Figure 1. M1 wires.
Bar = 20 um. Supply wires on this layer in gray.
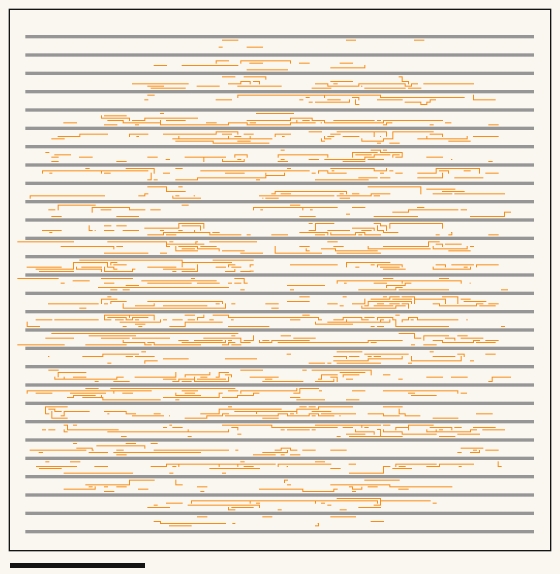
Figure 2. Met2 routing.
Bar = 20 um.
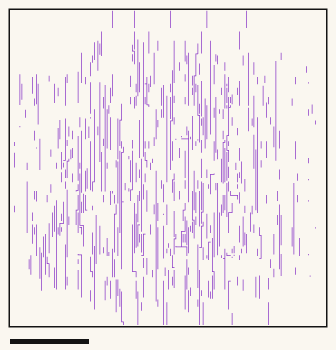
Figure 3. M3 wires.
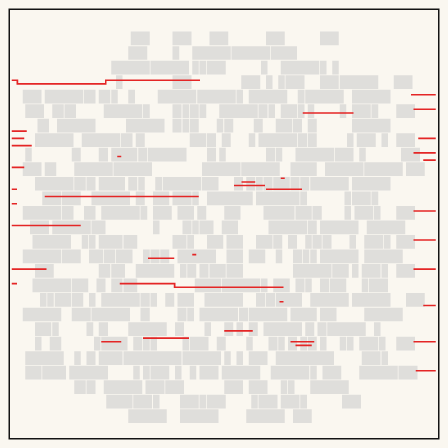
Figure 4. Track usage over the die.
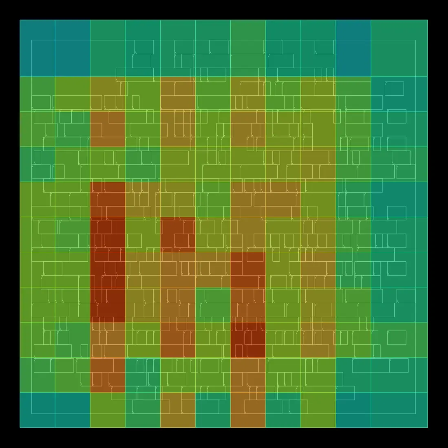
Figure 5. Clock wires, drivers and flops.
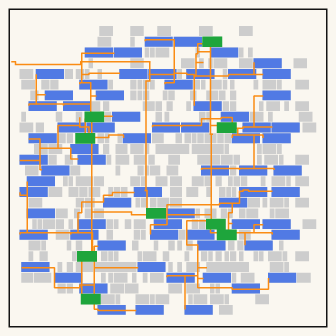
**src/rtl/clock_div_cfg_pkg.sv**
```systemverilog
// Shared constants and FSM encoding for the serial config loader of the
// 4-channel clock divider/selector.
package clock_div_cfg_pkg;

    // Config word width; a frame is CFG_W data bits followed by one parity bit.
    localparam int CFG_W = 26;

    // Field layout of the config word driven into the divider.
    localparam int SEL_LSB  = 0;
    localparam int SEL_W    = 2;
    localparam int DIVA_LSB = 2;
    localparam int DIVB_LSB = 8;
    localparam int DIVC_LSB = 14;
    localparam int DIVD_LSB = 20;
    localparam int DIV_W    = 6;

    // Loader FSM states.
    typedef enum logic [1:0] {
        IDLE  = 2'd0,
        SHIFT = 2'd1,
        CHECK = 2'd2
    } state_t;

endpackage

```
**src/rtl/clock_div_cfg_loader_if.sv**
```systemverilog
// 3-wire serial configuration link (frame enable, serial clock, serial data).
interface clock_div_cfg_loader_if;

    logic cs_n;
    logic sck;
    logic sdi;

    // The host drives the link.
    modport master (output cs_n, output sck, output sdi);

    // The loader only observes the link.
    modport slave (input cs_n, input sck, input sdi);

endinterface

```
**src/rtl/cfg_sync_bit.sv**
```systemverilog
// Multi-flop synchronizer for one asynchronous input bit.
module cfg_sync_bit #(
    parameter int   STAGES    = 2,
    parameter logic RESET_VAL = 1'b0
) (
    input  logic clk,
    input  logic rst_n,
    input  logic d,
    output logic q
);

    logic [STAGES-1:0] sync_r;

    // Shift the raw input through the flop chain; the reset value is the
    // pin's idle level so no false edge is seen when reset is released.
    always_ff @(posedge clk) begin
        if (!rst_n) begin
            sync_r <= {STAGES{RESET_VAL}};
        end else begin
            sync_r <= {sync_r[STAGES-2:0], d};
        end
    end

    assign q = sync_r[STAGES-1];

endmodule

```
**src/rtl/clock_div_cfg_loader.sv**
```systemverilog
// Serial configuration loader: captures a CFG_W+1 bit frame (data MSB first,
// then an even-parity bit) and commits the data word to cfg only when the
// frame has the exact length and correct parity.
module clock_div_cfg_loader #(
    parameter int               CFG_W       = clock_div_cfg_pkg::CFG_W,
    parameter int               SYNC_STAGES = 2,
    parameter logic [CFG_W-1:0] RESET_CFG   = {CFG_W{1'b0}}
) (
    input  logic                   clk,
    input  logic                   rst_n,
    clock_div_cfg_loader_if.slave  link,
    output logic [CFG_W-1:0]       cfg,
    output logic                   cfg_valid,
    output logic                   frame_err,
    output logic                   busy
);

    import clock_div_cfg_pkg::*;

    // Counter saturates at CFG_W+2 so any over-long frame stays distinguishable.
    localparam int              CNT_W     = $clog2(CFG_W + 3);
    localparam logic [CNT_W-1:0] CNT_ONE   = CNT_W'(1);
    localparam logic [CNT_W-1:0] CNT_FRAME = CNT_W'(CFG_W + 1);
    localparam logic [CNT_W-1:0] CNT_SAT   = CNT_W'(CFG_W + 2);

    logic              cs_n_s;
    logic              sck_s;
    logic              sdi_s;
    logic              cs_n_prev_r;
    logic              sck_prev_r;
    logic              sck_rise_s;
    logic              cs_rise_s;
    logic              frame_ok_s;

    state_t            state_r;
    state_t            state_nxt_s;
    logic [CFG_W:0]    shadow_r;
    logic [CFG_W:0]    shadow_nxt_s;
    logic [CNT_W-1:0]  bit_cnt_r;
    logic [CNT_W-1:0]  bit_cnt_nxt_s;
    logic [CFG_W-1:0]  cfg_r;
    logic [CFG_W-1:0]  cfg_nxt_s;
    logic              cfg_valid_r;
    logic              cfg_valid_nxt_s;
    logic              frame_err_r;
    logic              frame_err_nxt_s;
    logic              busy_r;

    // Even parity over data plus parity bit: the XOR of all bits must be zero.
    function automatic logic parity_ok(input logic [CFG_W:0] frame);
        return ~(^frame);
    endfunction

    cfg_sync_bit #(.STAGES(SYNC_STAGES), .RESET_VAL(1'b1)) u_sync_cs_n (
        .clk(clk), .rst_n(rst_n), .d(link.cs_n), .q(cs_n_s)
    );
    cfg_sync_bit #(.STAGES(SYNC_STAGES), .RESET_VAL(1'b0)) u_sync_sck (
        .clk(clk), .rst_n(rst_n), .d(link.sck), .q(sck_s)
    );
    cfg_sync_bit #(.STAGES(SYNC_STAGES), .RESET_VAL(1'b0)) u_sync_sdi (
        .clk(clk), .rst_n(rst_n), .d(link.sdi), .q(sdi_s)
    );

    // Keep the previous synced level of cs_n and sck for rising-edge detection.
    always_ff @(posedge clk) begin
        if (!rst_n) begin
            cs_n_prev_r <= 1'b1;
            sck_prev_r  <= 1'b0;
        end else begin
            cs_n_prev_r <= cs_n_s;
            sck_prev_r  <= sck_s;
        end
    end

    assign sck_rise_s = sck_s & ~sck_prev_r;
    assign cs_rise_s  = cs_n_s & ~cs_n_prev_r;
    assign frame_ok_s = (bit_cnt_r == CNT_FRAME) && parity_ok(shadow_r);

    // Next-state, shift/count and commit decisions for the loader FSM.
    always_comb begin
        state_nxt_s     = state_r;
        shadow_nxt_s    = shadow_r;
        bit_cnt_nxt_s   = bit_cnt_r;
        cfg_nxt_s       = cfg_r;
        cfg_valid_nxt_s = 1'b0;
        frame_err_nxt_s = 1'b0;
        case (state_r)
            IDLE: begin
                if (!cs_n_s) begin
                    state_nxt_s   = SHIFT;
                    shadow_nxt_s  = {(CFG_W + 1){1'b0}};
                    bit_cnt_nxt_s = {CNT_W{1'b0}};
                end else begin
                    state_nxt_s = IDLE;
                end
            end
            SHIFT: begin
                // End of frame wins over a coincident sck edge.
                if (cs_rise_s) begin
                    state_nxt_s = CHECK;
                end else if (sck_rise_s && !cs_n_s) begin
                    shadow_nxt_s = {shadow_r[CFG_W-1:0], sdi_s};
                    if (bit_cnt_r != CNT_SAT) begin
                        bit_cnt_nxt_s = bit_cnt_r + CNT_ONE;
                    end else begin
                        bit_cnt_nxt_s = bit_cnt_r;
                    end
                end else begin
                    state_nxt_s = SHIFT;
                end
            end
            CHECK: begin
                state_nxt_s = IDLE;
                if (frame_ok_s) begin
                    cfg_nxt_s       = shadow_r[CFG_W:1];
                    cfg_valid_nxt_s = 1'b1;
                end else begin
                    frame_err_nxt_s = 1'b1;
                end
            end
            default: begin
                state_nxt_s = IDLE;
            end
        endcase
    end

    // Register FSM state, shadow frame, counter and all outputs.
    always_ff @(posedge clk) begin
        if (!rst_n) begin
            state_r     <= IDLE;
            shadow_r    <= {(CFG_W + 1){1'b0}};
            bit_cnt_r   <= {CNT_W{1'b0}};
            cfg_r       <= RESET_CFG;
            cfg_valid_r <= 1'b0;
            frame_err_r <= 1'b0;
            busy_r      <= 1'b0;
        end else begin
            state_r     <= state_nxt_s;
            shadow_r    <= shadow_nxt_s;
            bit_cnt_r   <= bit_cnt_nxt_s;
            cfg_r       <= cfg_nxt_s;
            cfg_valid_r <= cfg_valid_nxt_s;
            frame_err_r <= frame_err_nxt_s;
            busy_r      <= (state_nxt_s != IDLE);
        end
    end

    assign cfg       = cfg_r;
    assign cfg_valid = cfg_valid_r;
    assign frame_err = frame_err_r;
    assign busy      = busy_r;

endmodule

```
**src/flat_wrapper.sv**
```systemverilog
// flat-port wrapper written by rule: the top's interface ports become plain ports
module clock_div_cfg_loader_flat import clock_div_cfg_pkg::*;
#(
    parameter int               CFG_W       = clock_div_cfg_pkg::CFG_W,
    parameter int               SYNC_STAGES = 2,
    parameter logic [CFG_W-1:0] RESET_CFG   = {CFG_W{1'b0}}
)
  (clk, rst_n, cfg, cfg_valid, frame_err, busy, link_cs_n, link_sck, link_sdi);
  clock_div_cfg_loader_if link_i ();
  input  logic clk;
  input  logic rst_n;
  output logic [CFG_W-1:0] cfg;
  output logic cfg_valid;
  output logic frame_err;
  output logic busy;
  input wire logic [$bits(link_i.cs_n)-1:0] link_cs_n;
  input wire logic [$bits(link_i.sck)-1:0] link_sck;
  input wire logic [$bits(link_i.sdi)-1:0] link_sdi;
  assign link_i.cs_n = link_cs_n;
  assign link_i.sck = link_sck;
  assign link_i.sdi = link_sdi;
  clock_div_cfg_loader #(.CFG_W(CFG_W), .SYNC_STAGES(SYNC_STAGES), .RESET_CFG(RESET_CFG)) u_core (.clk(clk), .rst_n(rst_n), .link(link_i), .cfg(cfg), .cfg_valid(cfg_valid), .frame_err(frame_err), .busy(busy));
endmodule
```
**config.mk**
```make
export PLATFORM = sky130hd
export DESIGN_NAME = clock_div_cfg_loader_flat
export DESIGN_NICKNAME = d
export VERILOG_FILES = /design/src/rtl/clock_div_cfg_pkg.sv /design/src/rtl/clock_div_cfg_loader_if.sv /design/src/rtl/cfg_sync_bit.sv /design/src/rtl/clock_div_cfg_loader.sv /design/src/flat_wrapper.sv
export SDC_FILE = /design/constraint.sdc
export NUM_CORES = 1
export LEC_CHECK = 0
export CORE_MARGIN = 2
export CORE_UTILIZATION = 50
export DETAILED_ROUTE_END_ITERATION = 10
export PLACE_DENSITY = 0.73
export RECOVER_POWER = 100
export SLEW_MARGIN = 20
export SYNTH_ARGS = -nofsm -noshare
export SYNTH_HDL_FRONTEND = slang
export SYNTH_HIERARCHICAL = 1
export SYNTH_SLANG_ARGS = --single-unit
```
**constraint.sdc**
```tcl
create_clock -name clk -period 2.6 [get_ports clk]
set_input_delay 0.52 -clock clk [delete_from_list [all_inputs] [get_ports clk]]
set_output_delay 0.52 -clock clk [all_outputs]
set_load 0.01 [all_outputs]
```
==> reports/summary.rpt <==
==================================================================================
Result of the run                                                        completed
Proportion of power drawn by flip-flops and latches                          0.530
Net count of the finished layout                                               357
Share of final-layout standard cells stronger than drive strength 1         0.0648
Die span in x                                                              80.1 um
Max_slew headroom                                                            0.286
Final tally of setup violations                                                  0
Simple-Gate Fraction of Synth Area                                           0.206
Cell count after placement                                                     411
Most used flip-flop cell after synthesis                                   dfxtp_1
Area used by sequential logic in the layout                            0.00142 mm2
Bufs and invs on worst path                                                      1
Filler Cell Count                                                              484
Buffer levels on the longest clock path                                          2
Comb pwr share                                                               0.030
Switching share of total power                                               0.204
Multi-input gate share of total cell area                                    0.392
Largest net degree at the start of global routing                               40
Total area of multi-input combinational cells                          0.00135 mm2
Maximum ir drop on the vdd rail                                           0.456 mV
Number of post-CTS setup repair buffers                                          0
Worst Hold Launch                                                     u_core/u_sync_cs_n/sync_r[0]$_SDFF_PN1_
Largest stage delay, worst path                                            0.43 ns
Min-Delay Path Depth                                                             1
Mux frac, synth                                                             0.0898
Sequential portion of the cell area                                          0.412
Mapped Avg Cell Area                                                      9.06 um2
Worst path slowest cell                                                    xnor3_1
Cell-internal power                                                      0.00165 W
Path length in cells of the critical path                                        7
Instance area at placement                                             0.00325 mm2
Final HPWL DP                                                              3.34 mm
Pre-CTS WS                                                                0.512 ns
Chip Area, Yosys                                                       0.00290 mm2
Switching power total                                                   0.000424 W
Hold Slack                                                                0.410 ns
Hold Path Class                                                       flip-flop to flip-flop
Non-Clock Inverter Count                                                         3
Top cell area share                                                          0.491
Synthesized netlist net count                                                  327
Flops after synth                                                               71
DR DRC count                                                                     0
Leading cell kind                                                     flip-flops and latches
Count of library flops with an enable pin                                        0
Combinational family with the most area after synthesis               simple AND/OR/NAND/NOR gates
Post-synthesis to final-layout area growth                                   19.0%
Signal buffers share of area                                                 0.107
Hold Vio Cnt, Final                                                              0
Die outline area                                                       0.00642 mm2
Register name with the most flops                                     u_core/shadow_r
OpenROAD warning count                                                          27
Maximum fanout along the worst path                                             13
Ratio of final minimum period to clock period                                0.853
First-pass GRT wire length                                                 8.89 mm
First-pass detailed-route iteration total                                        4
Well-tap cell count                                                             72
Main area contributors                                                dfxtp_1, nand2_1, mux2i_1
Multi-input combinational cell count                                           225
Hold-critical path endpoint                                           u_core/u_sync_cs_n/sync_r[1]$_SDFF_PN1_
TritonCTS clock tree                                                           yes
Arrival time of the worst setup path                                       2.48 ns
Reg-to-reg endpoint                                                   u_core/cfg[19]$_SDFFE_PN0P_
Number of resized instances in the post-cts repair step                          0
Worst path setup slack after routing                                      0.383 ns
Category of the critical setup timing path                            flip-flop to flip-flop
Worst setup path endpoint                                             u_core/cfg[19]$_SDFFE_PN0P_
Leakage Power                                                              1.43 nW
Post-Layout Cell Count                                                         427
==================================================================================
## Picture notes: Figure 1
share of all routed wire: 49%
wire length on this layer: 2490 um
nets with wire on the layer: 313
total vias in the final route: 2171
sum of routed wire length over all layers: 5.11 mm
global routing usage on met1: 0.241

## Picture notes: Figure 2
share of all routed wire: 45%
wire length on this layer: 2300 um
met2 layer usage reported by global route: 0.267

## Picture notes: Figure 3
longest straight run: 28.5 um
share of all routed wire: 4.3%
main direction: horizontal
wire length on this layer: 218 um
nets with wire on the layer: 31
met3 track utilization from global routing: 0.0348

## Picture notes: Figure 4
core occupancy in the finished layout: 0.622
post-DR wirelength/cell: 12.0 um

## Picture notes: Figure 5
[green] clock-net drivers | count: 9
[blue] flip-flops | count: 71
[orange] clock wires | length: 784 um
routed clock nets: 10
clock network power share: 0.439
clk latency late pin: 0.33 ns
reported clock group power: 0.000911 W
post-route clock skew: 0.00538 ns

## power groups by stage
| stage | registers, W | logic, W | clock network, W |
|---|---|---|---|
| after floorplan | 0.00112 | 0.0000433 | 0 |
| after global placement | 0.00112 | 0.0000650 | 0 |
| after detailed placement | 0.00112 | 0.0000652 | 0 |
| after CTS | 0.00110 | 0.0000653 | 0.000936 |
| after global routing | 0.00110 | 0.0000707 | 0.000983 |
| final | 0.00110 | 0.0000630 | 0.000911 |
## routing by layer
| metal | vias up | part of all wire | track usage |
|---|---|---|---|
| li1 | 1121 | - | - |
| met1 | 995 | 0.49 | 0.241 |
| met2 | 47 | 0.45 | 0.267 |
| met3 | 8 | 0.043 | 0.0348 |
| met4 | 0 | 0.018 | 0.0915 |
| met5 | - | 0 | 0 |
Power is estimated from default activity; no workload was simulated.
